### config.mk
export PLATFORM = sky130hd
export DESIGN_NAME = regfile_wb_queue
export DESIGN_NICKNAME = d
export VERILOG_FILES = /design/src/rtl/regfile_pkg.sv /design/src/rtl/wb_fifo.sv /design/src/rtl/regfile_wb_queue.sv
export SDC_FILE = /design/constraint.sdc
export NUM_CORES = 1
export LEC_CHECK = 0
export ABC_AREA = 1
export ABC_CLOCK_PERIOD_IN_PS = 3100
export CAP_MARGIN = 20
export CORE_MARGIN = 3
export CORE_UTILIZATION = 27
export DETAILED_ROUTE_END_ITERATION = 16
export GPL_TIMING_DRIVEN = 0
export PLACE_DENSITY = 0.41
export SYNTH_ARGS = -nofsm -noshare
export SYNTH_HDL_FRONTEND = slang
export SYNTH_SLANG_ARGS = --single-unit
### constraint.sdc
create_clock -name CLK -period 3.1 [get_ports CLK]
set_input_delay 0.31 -clock CLK [delete_from_list [all_inputs] [get_ports CLK]]
set_output_delay 0.31 -clock CLK [all_outputs]
set_load 0.02 [all_outputs]
### src/rtl/regfile_pkg.sv
// rtl/regfile_pkg.sv - shared widths and queue entry type for the register file write queue
package regfile_pkg;

  localparam int REG_ADDR_W = 5;
  localparam int REG_DATA_W = 32;

  typedef struct packed {
    logic [REG_ADDR_W-1:0] addr;
    logic [REG_DATA_W-1:0] data;
  } wb_entry_t;

endpackage

### src/rtl/wb_fifo.sv
// rtl/wb_fifo.sv - circular-buffer FIFO of writeback entries with a per-slot valid view
module wb_fifo
  import regfile_pkg::*;
#(
  parameter int DEPTH = 4,
  parameter int CNT_W = $clog2(DEPTH) + 1
) (
  input  logic             clk,
  input  logic             rst,
  input  logic             push,
  input  wb_entry_t        push_entry,
  input  logic             pop,
  output wb_entry_t        head_entry,
  output logic [CNT_W-1:0] count,
  output logic             full,
  output logic             empty,
  output wb_entry_t        entries [DEPTH],
  output logic [DEPTH-1:0] valid
);

  localparam int PTR_W = (DEPTH > 1) ? $clog2(DEPTH) : 1;

  logic [PTR_W-1:0] head;
  logic [PTR_W-1:0] tail;
  wb_entry_t        mem [DEPTH];
  logic             do_push;
  logic             do_pop;

  assign full    = (count == CNT_W'(DEPTH));
  assign empty   = (count == '0);
  assign do_push = push & ~full;
  assign do_pop  = pop & ~empty;

  // DEPTH is a power of two, so the pointers wrap by natural overflow.
  always_ff @(posedge clk or posedge rst) begin
    if (rst) begin
      head  <= '0;
      tail  <= '0;
      count <= '0;
    end else begin
      if (do_push) tail <= tail + 1'b1;
      if (do_pop)  head <= head + 1'b1;
      case ({do_push, do_pop})
        2'b10:   count <= count + 1'b1;
        2'b01:   count <= count - 1'b1;
        default: count <= count;
      endcase
    end
  end

  always_ff @(posedge clk) begin
    if (do_push) mem[tail] <= push_entry;
  end

  assign head_entry = mem[head];

  // A slot is live when its distance from head is below the occupancy.
  always_comb begin
    valid = '0;
    for (int i = 0; i < DEPTH; i++) begin
      entries[i] = mem[i];
      valid[i]   = (CNT_W'(PTR_W'(PTR_W'(i) - head)) < count);
    end
  end

endmodule

### src/rtl/regfile_wb_queue.sv
// rtl/regfile_wb_queue.sv - buffers writebacks and drains them onto the register file write port
module regfile_wb_queue
  import regfile_pkg::*;
#(
  parameter int DEPTH = 4,
  parameter int CNT_W = $clog2(DEPTH) + 1
) (
  input  logic                  CLK,
  input  logic                  RESET,
  input  logic                  wb_valid,
  output logic                  wb_ready,
  input  logic [REG_ADDR_W-1:0] wb_addr,
  input  logic [REG_DATA_W-1:0] wb_data,
  input  logic                  hold,
  output logic [REG_ADDR_W-1:0] A3,
  output logic                  WE3,
  output logic [REG_DATA_W-1:0] WD3,
  input  logic [REG_ADDR_W-1:0] A1,
  input  logic [REG_ADDR_W-1:0] A2,
  output logic                  pend1,
  output logic                  pend2,
  output logic [CNT_W-1:0]      count,
  output logic                  empty,
  output logic                  full
);

  wb_entry_t        head_entry;
  wb_entry_t        push_entry;
  wb_entry_t        entries [DEPTH];
  logic [DEPTH-1:0] valid;
  logic             drain;

  assign push_entry = '{addr: wb_addr, data: wb_data};
  assign drain      = ~empty & ~hold;

  wb_fifo #(
    .DEPTH (DEPTH),
    .CNT_W (CNT_W)
  ) u_fifo (
    .clk        (CLK),
    .rst        (RESET),
    .push       (wb_valid),
    .push_entry (push_entry),
    .pop        (drain),
    .head_entry (head_entry),
    .count      (count),
    .full       (full),
    .empty      (empty),
    .entries    (entries),
    .valid      (valid)
  );

  // No bypass when full: a same-cycle drain does not open a slot early.
  assign wb_ready = ~full;
  assign WE3      = drain;
  assign A3       = empty ? '0 : head_entry.addr;
  assign WD3      = empty ? '0 : head_entry.data;

  always_comb begin
    pend1 = 1'b0;
    pend2 = 1'b0;
    for (int i = 0; i < DEPTH; i++) begin
      if (valid[i] && (entries[i].addr == A1)) pend1 = 1'b1;
      if (valid[i] && (entries[i].addr == A2)) pend2 = 1'b1;
    end
  end

endmodule
==> impl_metrics.csv <==
group,metric,value,unit
timing,min_period,2.97,ns
cells_and_area,sh_comb_area,0.221,
clocking,ctsLongestPathBuffers,2,
cells_and_area,layout.nonclk_buf_frac,0.137,
setup_path,r2r-start,"u_fifo.count[0]",
placed_design,dp.cells,997,
setup_path,worst_path_largest_cell_delay,0.70,ns
setup_path,endpoint,"WD3[0]",
yosys,ys_sh_mux,0,
timing,setup_viol,0,
min_path,hp-class,"in2async",
cells_and_area,top_regs,"u_fifo.mem x148, u_fifo.count x3",
route,wl_met3,1030,um
clocking,cts-root-buf,"clkbuf_16",
global_routing,antenna_found_initial,1,
clocking,clkLatencyLatePin,0.41,ns
power_and_ir_drop,p_per_area,1040,nW/um^2
run,log.warning_count,30,
floorplan,chipArea,27400,sq um
yosys,synth-edff-count,148,
yosys,avgSynthCellArea,12.0,sq um
power_and_ir_drop,power_leader,"combinational cells",
cells_and_area,nFillCells,2472,
run,cap_violations,0,
yosys,synthTopCellsByCount,"edfxtp_1 (148), nand3_1 (147), nand2_1 (66)",
route,wl_met2,9810,um
yosys,synthCells,575,
power_and_ir_drop,finalPower,9320,uW
placed_design,place_hpwl,13200,um
floorplan,taps,324,
yosys,yosysTopAreaCell,"edfxtp_1",
yosys,async_flop_share,0.0452,
timing,whs,0.150,ns
route,routed-via-count,4919,
timing,fin_tns_setup,0,ns
floorplan,io_pins,97,
floorplan,die_x,166,um
setup_path,path_cells,"buf_4, inv_2, buf_2, nand3_1, a41oi_1, clkdlybuf4s50_1",
yosys,fp_nets,636,
route,drt_iter0_markers,244,
setup_path,cp-end-kind,"output port",
yosys,yosys_warnings,0,
route,drt-met1-wl,8960,um
cells_and_area,logic_area,1970,sq um
setup_path,path_class,"reg2out",
power_and_ir_drop,power_frac_comb,0.471,
cells_and_area,dominant_cells,"registers",
yosys,most_common_cell,"edfxtp_1",
timing,hold_viol_final,0,
clocking,cts_setup_buffers,0,
power_and_ir_drop,power.share.clock,0.215,
yosys,simple_gate_share,0.173,
yosys,synth_cell_types,24,
cells_and_area,logic_gates,348,
setup_path,r2r-end,"u_fifo.count[2]",
setup_path,worstPathMaxFanout,10,
floorplan,die_h,166,um
yosys,ys_seq_frac,0.672,
cells_and_area,diodes,0,
power_and_ir_drop,p_comb,4390,uW
setup_path,cp_top_family,"buffers and inverters",
setup_path,worst_ep_arrival_time,2.66,ns
timing,tightest_slew,0.754,ns
cells_and_area,stdcell_area,8930,sq um
timing,relSlewSlack,0.496,
placed_design,placed_cell_area,8330,sq um
cells_and_area,final-clk-cell-share,0.0645,
clocking,clk_pin_slew,0.06,ns
power_and_ir_drop,sw_frac_of_total,0.402,
power_and_ir_drop,p_sw,3750,uW
setup_path,slowest_stage,"clkdlybuf4s50_1",
setup_path,required,2.79,ns
clocking,cts_hold_buf,0,
route,highest_layer,"met5",
timing,fin_crit_sh,0.959,
cells_and_area,ff_count,155,
global_routing,grt-ovfl-total,0,
placed_design,port_buffers,94,
timing,drv_slew,0,
yosys,yosysTopAreaCellShare,0.646,
timing,fin_skew,0.0101,ns
cells_and_area,clkbuf_count,18,
setup_path,reg2reg_setup_slack,0.97,ns
yosys,synthTopCellsByArea,"edfxtp_1 (65%), nand3_1 (11%), a41oi_1 (4.1%)",
floorplan,rows,57,
setup_path,crit_cells,6,
power_and_ir_drop,vdd_drop_max,0.596,mV
outcome,status,"finished clean",
timing,rsz0062_at_grt,"no",
yosys,netlist_area,6880,sq um
yosys,ff_type,"edfxtp_1",
clocking,cts_max_level,4,
placed_design,gp_congestion,0.774,
cells_and_area,syn2layout_area_growth,29.9,%
cells_and_area,largest-register,"u_fifo.mem",
yosys,synth-seq-cells,155,
setup_path,worstRegToRegCells,9,
cells_and_area,n_all_inverters,36,
cells_and_area,largest_reg_flops,148,
cells_and_area,nNetsFinal,753,
global_routing,first_global_vias,5124,
power_and_ir_drop,p_seq_frac,0.314,
route,drtPass1Iterations,5,
timing,timing.final.ws_setup,0.126,ns
route,drc,0,
cells_and_area,mostFrequentLayoutCells,"edfxtp_1 (148), nand3_1 (147), clkdlybuf4s50_1 (91)",
setup_path,cp-start-kind,"flip-flop",
power_and_ir_drop,internal-power,5570,uW
yosys,top_logic_kind,"simple AND/OR/NAND/NOR gates",
floorplan,fp-utilization,0.279,
floorplan,core,24700,sq um
yosys,synthAoiAreaFrac,0.0550,
yosys,synthXorXnorAreaFrac,0.0331,
clocking,cts_tree,"done",
setup_path,path_buffers,4,
yosys,ys_chip_area,6880,sq um
power_and_ir_drop,p_leak,0.00311,uW
clocking,numCtsBuffers,17,
clocking,cts_resized,5,
yosys,ys_cells,575,
route,final_antenna_net_count,0,
timing,max_freq,0.336,GHz
global_routing,grt_start_max_net_pins,24,
power_and_ir_drop,pg_clk,2010,uW
placed_design,dp_worst_setup_slack,0.308,ns
yosys,adder_share,0.0193,
setup_path,crit_start,"u_fifo.head[1]",
global_routing,grt_pass1_wl,30300,um
clocking,clock_sinks,155,
cells_and_area,drive_above_1_share,0.113,
### Signal wires by layer

The bar under the picture is 50 um long. Two of the layers only.
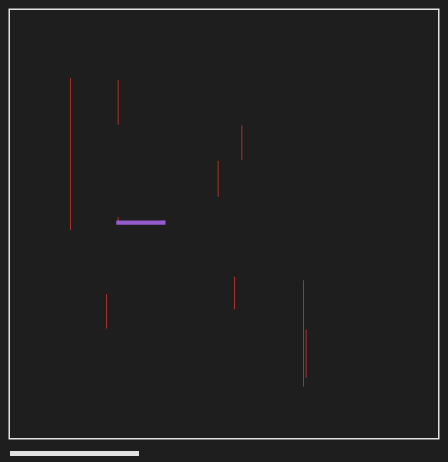
| layer | color | wire length |
|---|---|---|
| metal 4 | red | 189 um |
| metal 5 | purple | 17.5 um |
gr usage total: 0.150
final wirelength: 20000 um
Routed WL per cell: 19.4 um

### Gate families picked out

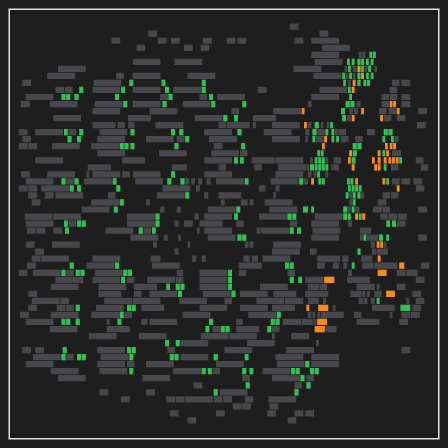
| family | color | cells |
|---|---|---|
| NOR gates | orange | 47 |
| NAND gates | green | 214 |
most frequent logic cell in the layout: edfxtp_1
Finished Layout Cells: 1029

### Where the registers sit

The bar under the picture is 50 um long.
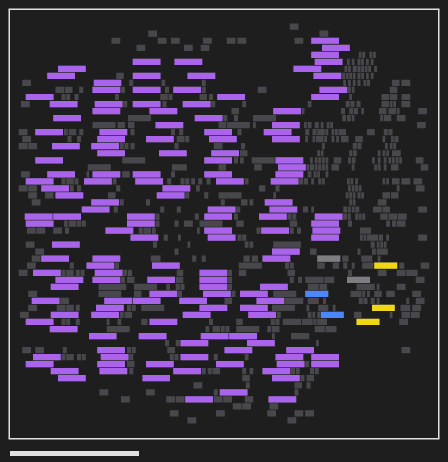
| name in the netlist | color | flops |
|---|---|---|
| `u_fifo.mem` | purple | 148 |
| `u_fifo.count` | yellow | 3 |
| `u_fifo.tail` | blue | 2 |
final design utilization: 0.362
register area: 4620 sq um
fraction of area in registers: 0.517
Seq group: 2930 uW

### Placement by cell class

The bar under the picture is 50 um long.
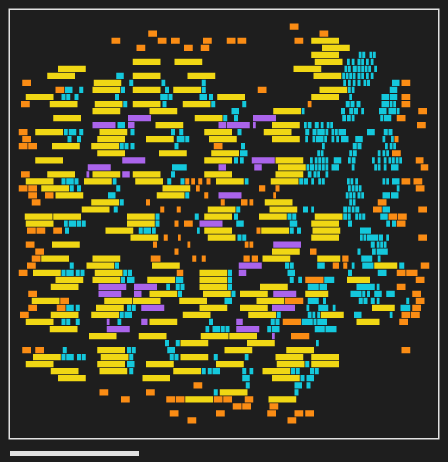
| class | color | cells | share of their area |
|---|---|---|---|
| other buffers and delay cells | orange | 134 | 14% |
| flops | yellow | 155 | 54% |
| clock drivers and dummy loads | purple | 32 | 6.8% |
| combinational and other logic | cyan | 384 | 25% |

### Routing congestion

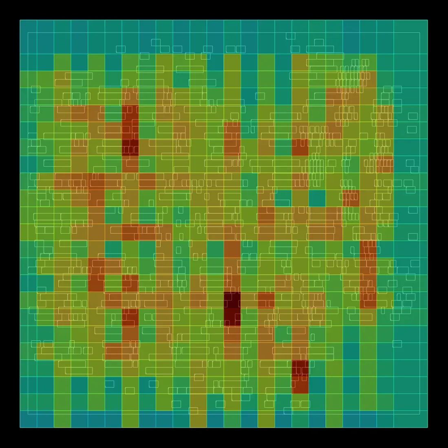
Global Route met3 Usage: 0.0344
busiest grt layer: met2
met2 Usage GRT: 0.252
met1 Track Usage GR: 0.197

No activity file was given, so power comes from the tool's default toggle rates.
